### config.mk
export PLATFORM = sky130hd
export DESIGN_NAME = button_event_controller
export DESIGN_NICKNAME = d
export VERILOG_FILES = /design/src/rtl/button_event_controller.sv
export SDC_FILE = /design/constraint.sdc
export NUM_CORES = 1
export LEC_CHECK = 0
export ABC_CLOCK_PERIOD_IN_PS = 3200
export CAP_MARGIN = 20
export CELL_PAD_IN_SITES_DETAIL_PLACEMENT = 1
export CELL_PAD_IN_SITES_GLOBAL_PLACEMENT = 1
export CORE_MARGIN = 2
export CORE_UTILIZATION = 52
export CTS_BUF_LIST = sky130_fd_sc_hd__clkbuf_2
export DETAILED_ROUTE_END_ITERATION = 8
export DONT_BUFFER_PORTS = 1
export HOLD_SLACK_MARGIN = 0.03
export PLACE_DENSITY = 0.83
export SLEW_MARGIN = 0
export SYNTH_ARGS = -nofsm -noshare
export SYNTH_HDL_FRONTEND = slang
export SYNTH_SLANG_ARGS = --single-unit
export TNS_END_PERCENT = 10
### constraint.sdc
create_clock -name clk -period 3.2 [get_ports clk]
set_clock_uncertainty 0.05 [all_clocks]
set_input_delay 0.32 -clock clk [delete_from_list [all_inputs] [get_ports clk]]
set_output_delay 0.32 -clock clk [all_outputs]
set_load 0.1 [all_outputs]
### src/rtl/button_event_controller.sv
// ---------------------------------------------------------------------------
// button_event_controller
//
// Front-panel push-button controller. Every channel is synchronized,
// debounced and classified into short, long and auto-repeat events. Two
// channels also drive a small controller:
//   - CMD_BTN  : a long press commits the switch word; a short or long press
//                returns the display mode to 0.
//   - MODE_BTN : a short press or an auto-repeat pulse advances the display
//                mode, wrapping at NUM_MODES.
//
// Ports
//   clk           in   system clock, rising edge
//   reset         in   asynchronous active-low reset
//   btn           in   [NUM_BTN]  raw button pins, active-high
//   sw            in   [DATA_W]   raw switch word, sampled on commit only
//   btn_level     out  [NUM_BTN]  debounced levels
//   short_evt     out  [NUM_BTN]  one-cycle short-press pulses
//   long_evt      out  [NUM_BTN]  one-cycle long-press pulses
//   repeat_evt    out  [NUM_BTN]  one-cycle auto-repeat pulses
//   latched_value out  [DATA_W]   last committed switch word
//   latch_strobe  out             high in the first cycle of a new latched_value
//   display_mode  out  [MODE_W]   current mode, 0 .. NUM_MODES-1
// ---------------------------------------------------------------------------

// ---------------------------------------------------------------------------
// button_channel
//
// One button lane: 2-flop synchronizer, debounce counter, hold counter and
// an IDLE/HELD/LONG classifier with registered event pulses.
//
// Ports
//   clk, reset   clock and asynchronous active-low reset
//   btn          raw pin
//   level        debounced level
//   short_evt    released before LONG_CYC high cycles
//   long_evt     LONG_CYC-th consecutive high cycle reached
//   repeat_evt   every REPEAT_CYC high cycles after the long press
// ---------------------------------------------------------------------------
module button_channel #(
   parameter int DEBOUNCE_CYC = 1_000_000,
   parameter int LONG_CYC     = 100_000_000,
   parameter int REPEAT_CYC   = 25_000_000
) (
   input  logic clk,
   input  logic reset,
   input  logic btn,
   output logic level,
   output logic short_evt,
   output logic long_evt,
   output logic repeat_evt
);

   localparam int DB_W     = $clog2(DEBOUNCE_CYC + 1);
   localparam int HOLD_MAX = (LONG_CYC > REPEAT_CYC) ? LONG_CYC : REPEAT_CYC;
   localparam int HOLD_W   = $clog2(HOLD_MAX + 1);

   localparam logic [DB_W-1:0]   DB_LAST   = DB_W'(DEBOUNCE_CYC);
   // The IDLE cycle that sees the rising level is already high cycle 1 and
   // the hold counter starts at 0 on the first HELD cycle, so HELD fires the
   // long event when the counter holds LONG_CYC-2.
   localparam logic [HOLD_W-1:0] LONG_LAST = HOLD_W'(LONG_CYC - 2);
   localparam logic [HOLD_W-1:0] REP_LAST  = HOLD_W'((REPEAT_CYC > 0) ? REPEAT_CYC - 1 : 0);

   typedef enum logic [1:0] {
      S_IDLE = 2'd0,
      S_HELD = 2'd1,
      S_LONG = 2'd2
   } state_t;

   logic [1:0]        sync;
   logic [DB_W-1:0]   db_cnt;
   logic [HOLD_W-1:0] hold;
   state_t            state;

   // Debounce: count consecutive cycles where the synchronized pin differs
   // from the current level. The toggle happens on the edge after the count
   // reaches DEBOUNCE_CYC, so a disagreement must last DEBOUNCE_CYC+1 cycles.
   always_ff @(posedge clk or negedge reset) begin
      if (!reset) begin
         sync   <= '0;
         db_cnt <= '0;
         level  <= 1'b0;
      end else begin
         sync <= {sync[0], btn};
         if (sync[1] == level) begin
            db_cnt <= '0;
         end else if (db_cnt == DB_LAST) begin
            level  <= ~level;
            db_cnt <= '0;
         end else begin
            db_cnt <= db_cnt + 1'b1;
         end
      end
   end

   // Press classifier. Pulses default low so each one lasts a single cycle.
   always_ff @(posedge clk or negedge reset) begin
      if (!reset) begin
         state      <= S_IDLE;
         hold       <= '0;
         short_evt  <= 1'b0;
         long_evt   <= 1'b0;
         repeat_evt <= 1'b0;
      end else begin
         short_evt  <= 1'b0;
         long_evt   <= 1'b0;
         repeat_evt <= 1'b0;
         case (state)
            S_IDLE: begin
               if (level) begin
                  state <= S_HELD;
                  hold  <= '0;
               end
            end
            S_HELD: begin
               if (!level) begin
                  short_evt <= 1'b1;
                  state     <= S_IDLE;
               end else if (hold == LONG_LAST) begin
                  long_evt <= 1'b1;
                  state    <= S_LONG;
                  hold     <= '0;
               end else begin
                  hold <= hold + 1'b1;
               end
            end
            S_LONG: begin
               if (!level) begin
                  state <= S_IDLE;
               end else if (REPEAT_CYC > 0) begin
                  if (hold == REP_LAST) begin
                     repeat_evt <= 1'b1;
                     hold       <= '0;
                  end else begin
                     hold <= hold + 1'b1;
                  end
               end
               // With repeat disabled the counter simply parks at 0.
            end
            default: begin
               state <= S_IDLE;
               hold  <= '0;
            end
         endcase
      end
   end

endmodule

module button_event_controller #(
   parameter int CLK_FREQ     = 100_000_000,
   parameter int NUM_BTN      = 5,
   parameter int DATA_W       = 16,
   parameter int DEBOUNCE_CYC = 1_000_000,
   parameter int LONG_CYC     = 100_000_000,
   parameter int REPEAT_CYC   = 25_000_000,
   parameter int NUM_MODES    = 3,
   parameter int MODE_W       = 2,
   parameter int CMD_BTN      = 0,
   parameter int MODE_BTN     = 1
) (
   input  logic               clk,
   input  logic               reset,
   input  logic [NUM_BTN-1:0] btn,
   input  logic [DATA_W-1:0]  sw,
   output logic [NUM_BTN-1:0] btn_level,
   output logic [NUM_BTN-1:0] short_evt,
   output logic [NUM_BTN-1:0] long_evt,
   output logic [NUM_BTN-1:0] repeat_evt,
   output logic [DATA_W-1:0]  latched_value,
   output logic               latch_strobe,
   output logic [MODE_W-1:0]  display_mode
);

   localparam logic [MODE_W-1:0] MODE_LAST = MODE_W'(NUM_MODES - 1);

   // An out-of-range parameter set elaborates this empty scope, which makes
   // it easy to spot in the elaborated hierarchy.
   generate
      if (CLK_FREQ < 1 || NUM_BTN < 2 || DEBOUNCE_CYC < 1 || LONG_CYC < 2 ||
          REPEAT_CYC < 0 || NUM_MODES < 2 || NUM_MODES > (1 << MODE_W) ||
          CMD_BTN == MODE_BTN || CMD_BTN >= NUM_BTN || MODE_BTN >= NUM_BTN) begin : g_bad_config
      end
   endgenerate

   // One independent lane per button; vector ports are split bit-per-instance.
   button_channel #(
      .DEBOUNCE_CYC (DEBOUNCE_CYC),
      .LONG_CYC     (LONG_CYC),
      .REPEAT_CYC   (REPEAT_CYC)
   ) u_ch [NUM_BTN-1:0] (
      .clk        (clk),
      .reset      (reset),
      .btn        (btn),
      .level      (btn_level),
      .short_evt  (short_evt),
      .long_evt   (long_evt),
      .repeat_evt (repeat_evt)
   );

   logic commit;
   logic mode_adv;
   logic mode_clr;

   assign commit   = long_evt[CMD_BTN];
   assign mode_adv = short_evt[MODE_BTN] | repeat_evt[MODE_BTN];
   assign mode_clr = short_evt[CMD_BTN]  | long_evt[CMD_BTN];

   // Controller. Advance has priority over clear; a commit in the same cycle
   // still lands because the value path is independent of the mode path.
   always_ff @(posedge clk or negedge reset) begin
      if (!reset) begin
         latched_value <= '0;
         latch_strobe  <= 1'b0;
         display_mode  <= '0;
      end else begin
         latch_strobe <= 1'b0;
         if (commit) begin
            latched_value <= sw;
            latch_strobe  <= 1'b1;
         end
         if (mode_adv) begin
            display_mode <= (display_mode == MODE_LAST) ? '0 : display_mode + 1'b1;
         end else if (mode_clr) begin
            display_mode <= '0;
         end
      end
   end

endmodule

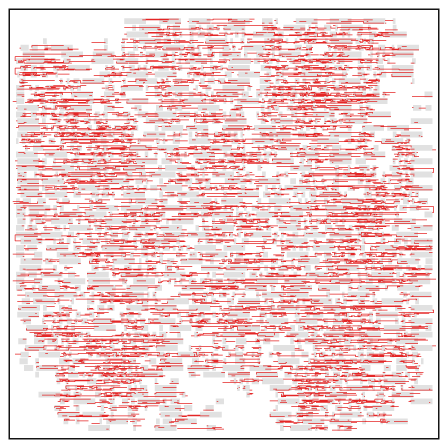
*The metal 1 layer*
- wire length on this layer: 16400 um
- share of all routed wire: 45%
- longest straight run: 77.7 um
GR Util met1: 0.320
total via count in the routed design: 12092
total detailed-routing wirelength: 36800 um

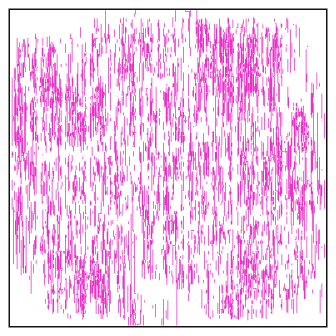
*Signal wires on met2*
- main direction: vertical
- nets with wire on the layer: 1537
- wire length on this layer: 18200 um
- share of all routed wire: 50%
routing usage on met2: 0.429

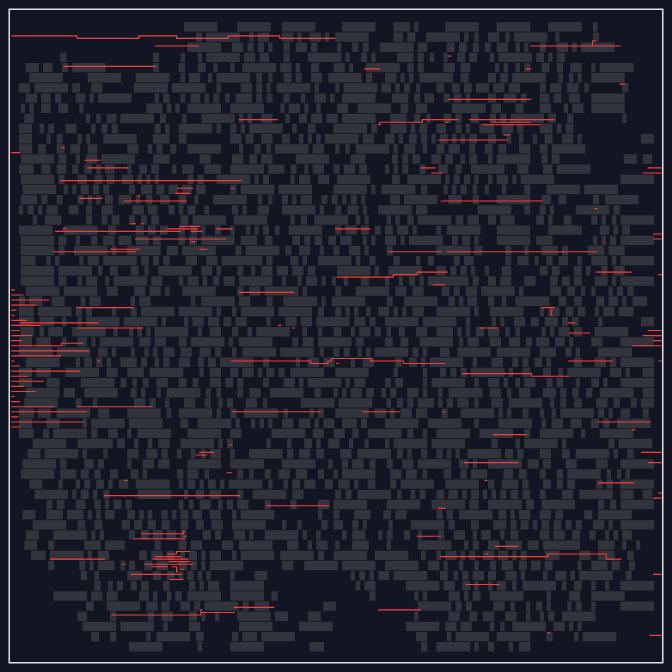
*Signal wires on met3*
- main direction: horizontal
- nets with wire on the layer: 97
met3 Use GR: 0.0466

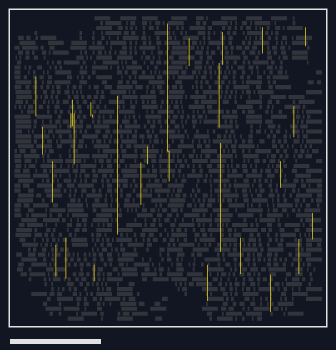
*Signal wires on met4*
Bar = 50 um.
- wire length on this layer: 639 um
- main direction: vertical
- nets with wire on the layer: 18
- share of all routed wire: 1.7%

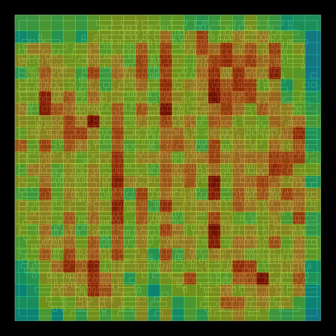
*Routing congestion*
global router's overall resource usage: 0.250
final core area utilization: 0.572

-- worst max-delay path: cells and delay by family, from the launching register on --
kind	cells	cell delay [ns]
compound gates	3	0.82
simple gates	3	0.80
flops	1	0.43
fa+ha+maj	1	0.26
buf+inv	1	0.20
-- flip-flops by register name, indices dropped and copies added (netlist names) --
| name | count |
|---|---|
| display_mode | 2 |
| latch_strobe | 1 |
| latched_value | 16 |
| u_ch.db_cnt | 100 |
| u_ch.hold | 135 |
| u_ch.level | 5 |
| u_ch.long_evt | 5 |
| u_ch.repeat_evt | 5 |
| u_ch.short_evt | 5 |
| u_ch.state | 10 |
| u_ch.sync | 10 |
-- power by group --
| group | switching [uW] | internal, uW |
|---|---|---|
| Clock | 1590 | 1050 |
| Sequential | 24.0 | 3730 |
| Combinational | 51.4 | 46.0 |
==> flow_summary.json <==
{
  "tightest_hold_margin_ns": -0.898,
  "tool_warnings": 50,
  "cts_resized": 0,
  "finalHoldViolations": 294,
  "viasPerCell": 5.75,
  "dominant_register_cell": "sky130_fd_sc_hd__dfrtp_1",
  "layout.sequential_cells": 294,
  "post-synth-top-area-cell": "sky130_fd_sc_hd__dfrtp_1",
  "worstPathRequired_ns": 3.84,
  "critPathMaxStageDelay_ns": 0.43,
  "worstSetupStartpointType": "flip-flop",
  "synthToLayoutAreaGrowth_pct": 8.61,
  "inv_count": 62,
  "ctsLongestPathBuffers": 3,
  "dieArea_mm2": 0.0305,
  "yosys.area_share.simple": 0.269,
  "synth.cell_area_mm2": 0.0151,
  "floorplanUtilization": 0.527,
  "timing.critical_path.to": "u_ch[3].hold[4]$_DFFE_PN0P_",
  "antenna_violations_before_repair": 1,
  "timing.setup.critical_path_class": "flip-flop to flip-flop",
  "slew_headroom": 0.0623,
  "rr_startpoint": "u_ch[3].hold[0]$_DFFE_PN0P_",
  "worst-endpoint-arrival_ns": 3.42,
  "dpl.cell_count": 1938,
  "violated_checks": "negative hold slack",
  "hold_buffers": 30,
  "run_status": "finished with violations",
  "reg2reg_capture_point": "u_ch[3].hold[4]$_DFFE_PN0P_",
  "tritoncts.num_buffers": 78,
  "timing_max_transition_violations_final": 0,
  "die.size.x_um": 175,
  "die_height_um": 175,
  "layout.cells.non_filler": 2102,
  "logic_area_mm2": 0.00721,
  "clk_tree_area_frac": 0.0420,
  "power.density_mw_per_mm2": 396,
  "synth.yosys.warnings": 0,
  "fillCellCount": 3364,
  "stdcell_area_mm2": 0.0164,
  "timing.reg2reg.setup_slack_ns": 0.42,
  "post_synth_edffs": 0,
  "yosys-stat-area_mm2": 0.0151,
  "min_period_over_period": 0.868,
  "r2r_cells": 8,
  "commonest_cells_in_the_synthesized_netlist": "sky130_fd_sc_hd__dfrtp_1 (294), sky130_fd_sc_hd__nor2_1 (259), sky130_fd_sc_hd__nand2_1 (135), sky130_fd_sc_hd__nand3_1 (107), sky130_fd_sc_hd__xor2_1 (97)",
  "rsz0062_at_grt": "no",
  "routed.top_layer": "met4",
  "postSynthSeqShare": 0.486,
  "worst_supply_voltage_drop_on_vdd_v": 0.000236,
  "final_worst_slack_ns": 0.424,
  "layout_top_cell_excl_fill_tap": "sky130_fd_sc_hd__dfrtp_1",
  "worstSkewPairLatency_ns": 0.89,
  "clk_pin_slew_ns": 0.12,
  "fmaxAchievable_mhz": 360,
  "p_total_uw": 6510,
  "synthDistinctLibCells": 64,
  "synth.top_cells.by_area": "sky130_fd_sc_hd__dfrtp_1 (49%), sky130_fd_sc_hd__nor2_1 (6.4%), sky130_fd_sc_hd__xor2_1 (5.6%)",
  "htreeDepth": 3,
  "wire_length_of_the_first_global_routing_pass_um": 63600,
  "synthAdderAreaFrac": 0.0290,
  "post_synth_main_logic_family": "simple AND/OR/NAND/NOR gates",
  "netlist.top_cell.by_instances": "sky130_fd_sc_hd__dfrtp_1",
  "comb_area_frac": 0.439,
  "slowest_stage": "sky130_fd_sc_hd__dfrtp_1",
  "port_buffers": 0,
  "critical_path.max_fanout": 14,
  "io-pin-count": 62,
  "length_of_routed_wiring_on_met1_um": 16400,
  "drt_drc_violations_left": 0,
  "drt_iter0_markers": 640,
  "dpl_cell_area_mm2": 0.0154,
  "seq-cell-share": 0.448,
  "antennaDiodeCount": 1,
  "area_dominant_cell_class_after_layout": "flip-flops and latches",
  "synth_flops": 294,
  "drive_above_1_share": 0.103,
  "cts_tree": "yes",
  "dp_hpwl_um": 24500,
  "busiest_layer": "met2",
  "n_clock_buffer": 106,
  "asyncSetResetFlopFracSynth": 1.00,
  "first_global_vias": 13083,
  "final_net_count": 1722,
  "syn_area_per_cell_um2": 9.51,
  "floorplan.rows": 62
}
Power is estimated from default activity; no workload was simulated.
